===== src/rtl/ahb_arb_pkg.sv =====
// Shared definitions for the AHB-Lite RAM arbiter.
// Build option: define AHB_ARB_ROUND_ROBIN_EN for round-robin handover; the default is fixed priority.
package ahb_arb_pkg;

  typedef enum logic [1:0] {
    HTRANS_IDLE   = 2'b00,
    HTRANS_BUSY   = 2'b01,
    HTRANS_NONSEQ = 2'b10,
    HTRANS_SEQ    = 2'b11
  } htrans_e;

  localparam int DEF_NUM_MASTERS = 2;
  localparam int DEF_MAX_HOLD    = 8;

  localparam logic [7:0] HC_MAX = 8'hFF;

  // Modular increment for cyclic master search; a < 2*n is always true at the call sites.
  function automatic int wrap_idx(input int a, input int n);
    return (a >= n) ? (a - n) : a;
  endfunction

endpackage


===== src/rtl/ahb_arb_picker.sv =====
// Next-owner selector: picks a requesting master other than the current owner.
// Build option: AHB_ARB_ROUND_ROBIN_EN selects the first requester after i_cur in cyclic order;
// without it, the lowest-indexed requester (excluding i_cur) wins.
module ahb_arb_picker
  import ahb_arb_pkg::*;
#(
  parameter int NUM_MASTERS = DEF_NUM_MASTERS,
  localparam int IW = $clog2(NUM_MASTERS)
) (
  input  logic [NUM_MASTERS-1:0] i_req,
  input  logic [IW-1:0]          i_cur,
  output logic [IW-1:0]          o_idx,
  output logic                   o_found
);

  logic [IW-1:0] w_cand;

  // Scan candidates in policy order; the first hit wins, i_cur itself is never chosen.
  always_comb begin
    o_idx   = i_cur;
    o_found = 1'b0;
    w_cand  = i_cur;
`ifdef AHB_ARB_ROUND_ROBIN_EN
    for (int k = 1; k < NUM_MASTERS; k++) begin
      w_cand = IW'(wrap_idx(int'(i_cur) + k, NUM_MASTERS));
      if (!o_found && i_req[w_cand]) begin
        o_found = 1'b1;
        o_idx   = w_cand;
      end
    end
`else
    for (int k = 0; k < NUM_MASTERS; k++) begin
      w_cand = IW'(k);
      if (!o_found && i_req[w_cand] && (w_cand != i_cur)) begin
        o_found = 1'b1;
        o_idx   = w_cand;
      end
    end
`endif
  end

endmodule


===== src/rtl/ahb_ram_arbiter.sv =====
// AHB-Lite N-master to single RAM slave arbiter with bounded hold per grant.
// Build option: AHB_ARB_ROUND_ROBIN_EN (round-robin handover, else fixed priority).
//
// register | meaning
// r_g      | master owning the address phase (drives S address signals)
// r_d      | master owning the current data phase (drives S_HWDATA)
// r_dv     | a data phase is in flight for r_d
// r_hc     | transfers accepted in the current grant, saturating at 255
module ahb_ram_arbiter
  import ahb_arb_pkg::*;
#(
  parameter int NUM_MASTERS = DEF_NUM_MASTERS,
  parameter int MAX_HOLD    = DEF_MAX_HOLD
) (
  input  logic                        HCLK,
  input  logic                        HRESETn,
  input  logic [NUM_MASTERS-1:0][31:0] M_HADDR,
  input  logic [NUM_MASTERS-1:0][1:0]  M_HTRANS,
  input  logic [NUM_MASTERS-1:0]       M_HWRITE,
  input  logic [NUM_MASTERS-1:0][2:0]  M_HSIZE,
  input  logic [NUM_MASTERS-1:0][31:0] M_HWDATA,
  output logic [NUM_MASTERS-1:0]       M_HREADY,
  output logic [31:0]                  M_HRDATA,
  output logic [31:0]                  S_HADDR,
  output logic [1:0]                   S_HTRANS,
  output logic                         S_HWRITE,
  output logic [2:0]                   S_HSIZE,
  output logic [31:0]                  S_HWDATA,
  output logic                         S_HREADY,
  input  logic                         S_HREADYOUT,
  input  logic [31:0]                  S_HRDATA,
  output logic [NUM_MASTERS-1:0]       GRANT
);

  localparam int IW = $clog2(NUM_MASTERS);

  logic [IW-1:0]          r_g;
  logic [IW-1:0]          r_d;
  logic                   r_dv;
  logic [7:0]             r_hc;

  logic [IW-1:0]          w_g_nxt;
  logic [IW-1:0]          w_d_nxt;
  logic                   w_dv_nxt;
  logic [7:0]             w_hc_nxt;
  logic [NUM_MASTERS-1:0] w_req;
  logic [NUM_MASTERS-1:0] w_gmask;
  logic                   w_others;
  logic [8:0]             w_hc_inc;
  logic [IW-1:0]          w_pick_idx;
  logic                   w_pick_found;

  // Request vector (NONSEQ/SEQ) and one-hot of the current address-phase owner.
  always_comb begin
    w_req   = '0;
    w_gmask = '0;
    for (int i = 0; i < NUM_MASTERS; i++) begin
      w_req[i]   = M_HTRANS[i][1];
      w_gmask[i] = (IW'(i) == r_g);
    end
    w_others = |(w_req & ~w_gmask);
    w_hc_inc = {1'b0, r_hc} + 9'd1;
  end

  ahb_arb_picker #(
    .NUM_MASTERS (NUM_MASTERS)
  ) u_picker (
    .i_req   (w_req),
    .i_cur   (r_g),
    .o_idx   (w_pick_idx),
    .o_found (w_pick_found)
  );

  // Next-state: everything advances only on an edge where the slave is ready.
  always_comb begin
    w_g_nxt  = r_g;
    w_d_nxt  = r_d;
    w_dv_nxt = r_dv;
    w_hc_nxt = r_hc;
    if (S_HREADYOUT) begin
      w_d_nxt  = r_g;
      w_dv_nxt = M_HTRANS[r_g][1];
      if (M_HTRANS[r_g][1] && ((w_hc_inc < 9'(MAX_HOLD)) || !w_others)) begin
        w_hc_nxt = (r_hc == HC_MAX) ? HC_MAX : w_hc_inc[7:0];
      end else begin
        w_hc_nxt = '0;
        if (w_pick_found) begin
          w_g_nxt = w_pick_idx;
        end
      end
    end
  end

  // State register with synchronous active-low reset; reset drops any in-flight data phase.
  always_ff @(posedge HCLK) begin
    if (!HRESETn) begin
      r_g  <= '0;
      r_d  <= '0;
      r_dv <= 1'b0;
      r_hc <= '0;
    end else begin
      r_g  <= w_g_nxt;
      r_d  <= w_d_nxt;
      r_dv <= w_dv_nxt;
      r_hc <= w_hc_nxt;
    end
  end

  // Bus muxing and per-master ready: owner of either phase sees the slave's ready.
  always_comb begin
    S_HADDR  = M_HADDR[r_g];
    S_HTRANS = M_HTRANS[r_g];
    S_HWRITE = M_HWRITE[r_g];
    S_HSIZE  = M_HSIZE[r_g];
    S_HWDATA = M_HWDATA[r_d];
    M_HRDATA = S_HRDATA;
    S_HREADY = S_HREADYOUT;
    GRANT    = w_gmask;
    M_HREADY = '0;
    for (int i = 0; i < NUM_MASTERS; i++) begin
      M_HREADY[i] = S_HREADYOUT && (w_gmask[i] || (r_dv && (IW'(i) == r_d)));
    end
  end

endmodule


===== config.mk =====
export PLATFORM = sky130hd
export DESIGN_NAME = ahb_ram_arbiter
export DESIGN_NICKNAME = d
export VERILOG_FILES = /design/src/rtl/ahb_arb_pkg.sv /design/src/rtl/ahb_arb_picker.sv /design/src/rtl/ahb_ram_arbiter.sv
export SDC_FILE = /design/constraint.sdc
export NUM_CORES = 1
export LEC_CHECK = 0
export CAP_MARGIN = 20
export CELL_PAD_IN_SITES_DETAIL_PLACEMENT = 1
export CELL_PAD_IN_SITES_GLOBAL_PLACEMENT = 2
export CORE_UTILIZATION = 10
export DETAILED_ROUTE_END_ITERATION = 8
export PLACE_DENSITY = 0.85
export SYNTH_ARGS = -nofsm -noshare
export SYNTH_HDL_FRONTEND = slang
export SYNTH_HIERARCHICAL = 1
export SYNTH_SLANG_ARGS = --single-unit

===== constraint.sdc =====
create_clock -name HCLK -period 1.7 [get_ports HCLK]
set_input_delay 0.34 -clock HCLK [delete_from_list [all_inputs] [get_ports HCLK]]
set_output_delay 0.34 -clock HCLK [all_outputs]
set_load 0.005 [all_outputs]

Clock wiring as the flow saved it:
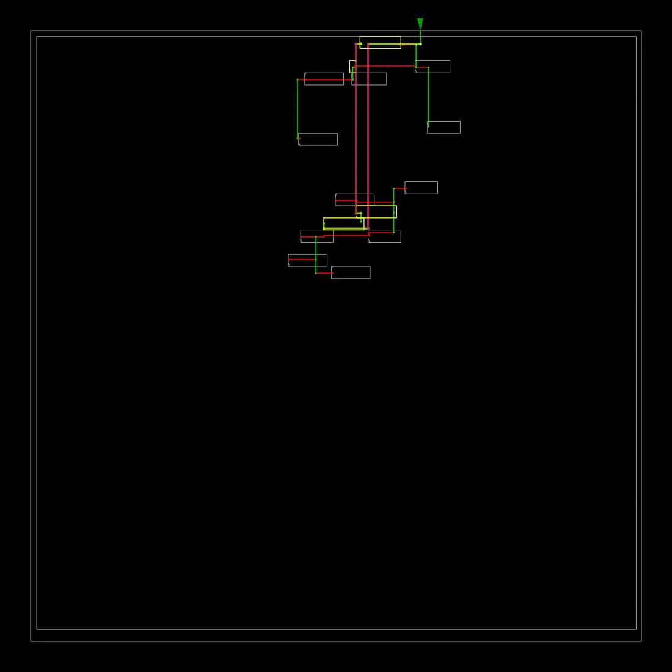
total of clock buffers placed in the layout: 4
worst-skew pair later-pin latency: 0.24 ns
number of buffers added by the clock tree synthesis step: 3

Zoomed window:
Window x 88 to 118, y 19 to 49 um. Cells in gray, sequential cells in the stronger gray; small squares are vias.
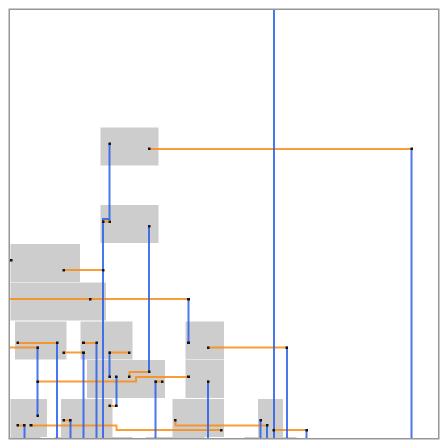
orange -> M1
blue -> M2
sequential cells in the window = 0
most frequent = clkdlybuf4s50_1 (4), buf_6 (2), buf_4 (2)
cells with their middle in the window = 13

Cell sizes after repair:
The bar under the picture is 50 um long.
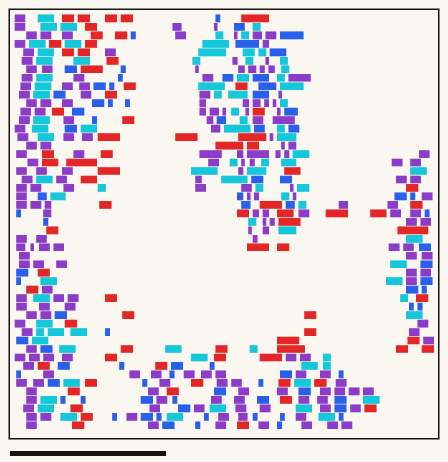
purple -> x1 and smaller  # cells 205, most used clkdlybuf4s50_1
red -> x6 and larger  # cells 77, most used buf_6
blue -> x2  # cells 81, most used mux2_2
cyan -> x3 and x4  # cells 84, most used mux2_4

Clock wires, drivers and flops:
The bar under the picture is 50 um long.
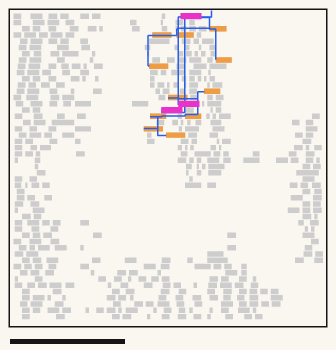
magenta -> clock-net drivers  # count 3
orange -> flip-flops  # count 11
blue -> clock wires  # length 245 um
routed clock nets = 4
portion of total power attributed to the clock network: 22.4%
final setup skew: 0.000932 ns

==> git commit body <==
Log flow metrics for this revision

- The flow ran to the end, but the final reports show violations.
- Violated checks: negative setup slack
- Number of buffers inserted by post-CTS setup repair: 38
- Net switching is between 20% and 30% of the power.
- The post-route utilization of the core is recorded as between 20 and 30%.
* Weighted congestion reported at the end of routability-driven placement: between 0.7 and 0.8
- After layout, the worst setup slack is -0.140 ns.
* Most Crowded Layer GR: met2
- Per the final layout report, the fraction of cells sized above drive strength 1 comes to around 54%.
- Vias in the first global route: between 2000 and 3000
- The post-synth count of flops with an enable pin is 0.
- Area added between synthesis and finish: 175%
- In this run, the synthesized area fraction spent on xor and xnor cells is recorded as less than 1%.
- Fraction of the mapped netlist area in simple logic gates: between 10% and 20%
* Maximum number of pins on one net before global-route repair: 16
- The script logs the mean routed wire length per placed instance as between 15 and 20 um.
* Final Hold Vio Count: 0
- After layout, the worst path uses 108% of the clock period.
- For this run, the final setup violation count is recorded as 29.
* Prevailing logic family in the synthesized netlist: multiplexers
* Mapped cell area: 0.00183 mm^2
* CP endpoint: S_HSIZE[1]
- Along the worst hold path, the cell count comes to 1.
- Post-synthesis, Yosys gives the total cell area as around 0.0018 mm^2.
- Hold Worst Slack: approximately 0.51 ns
- Io pins: ~280
- Per the final report, max-transition violations number 0.
* Power density relative to cell area: a little under 400 mW/mm^2
- Setup slack on the worst reg-to-reg path comes out at -0.07 ns.
- In the global route stage, met2 resource usage came out at 24.4%.
- In this run the critical register-to-register path is launched from r_hc[0]$_SDFFE_PN0P_.
- Via density per instance: around 3.8
- Global-route wire length before repair: 16.8 mm
- The most critical min-delay path falls under reg2reg.
* Unique cell type count in the Yosys netlist: 38
* Global-route usage over all layers: ~12%
- In this run, the number of DRC markers left after iteration 0 of detailed routing was 32.
- Buffer-and-inverter tally for the worst setup path: 5
- According to the CTS report, the clock sink count is 11.
* Switching Power: 0.521 mW
- Per the OpenROAD timing report, the critical path contains 6 cells.
* Reg power frac: approximately 14%
- Per the detail_route log, the uppermost layer with routed signals is met4.
- The HPWL after detailed placement is 8.89 mm.
- Once layout is done, the placed cells without fillers occupy between 0.005 and 0.006 mm^2.
- Power consumption: just under 2 mW
* DR WL met3: just under 900 um
- In the global route stage, met3 resource usage came out at between 2 and 2.5%.
- Critical path class: reg2out
* Worst slack at placement: -0.411 ns
* Part of the total power dissipated in combinational logic: a little over three fifths
- Internal Power: around 1.4 mW
- The share of the Yosys chip area taken by registers is between 10% and 20%.
* Number of standard-cell rows in the floorplan: about 50
- Port-buffer cells: 217
* Count of warnings emitted by yosys: 6
* Final-layout fill cell count: 2009
## final cells by class
cell class              instances  area, um^2  area share, %
clock buffers                   4        78.8           1.56
inverters                       3        11.3          0.223
multi-input cells             147        1600           31.7
flip-flops and latches         11         241           4.79
well taps                     229         287           5.68
repair buffers                282        2820           56.0
## power groups by stage
| stage | Combinational, mW | Clock [mW] | Sequential [mW] |
|---|---|---|---|
| finish | 1.24 | 0.439 | 0.279 |
| global route | 1.32 | 0.462 | 0.280 |
| CTS | 1.23 | 0.449 | 0.279 |
| detailed placement | 1.02 | 0 | 0.288 |
| global placement | 0.996 | 0 | 0.286 |
| floorplan | 0.342 | 0 | 0.281 |
## sequential cells by signal, indices dropped and copies added (netlist names)
| name | flops |
|---|---|
| r_hc | 8 |
| r_g | 1 |
| r_d | 1 |
| r_dv | 1 |
Power is estimated from default activity; no workload was simulated.
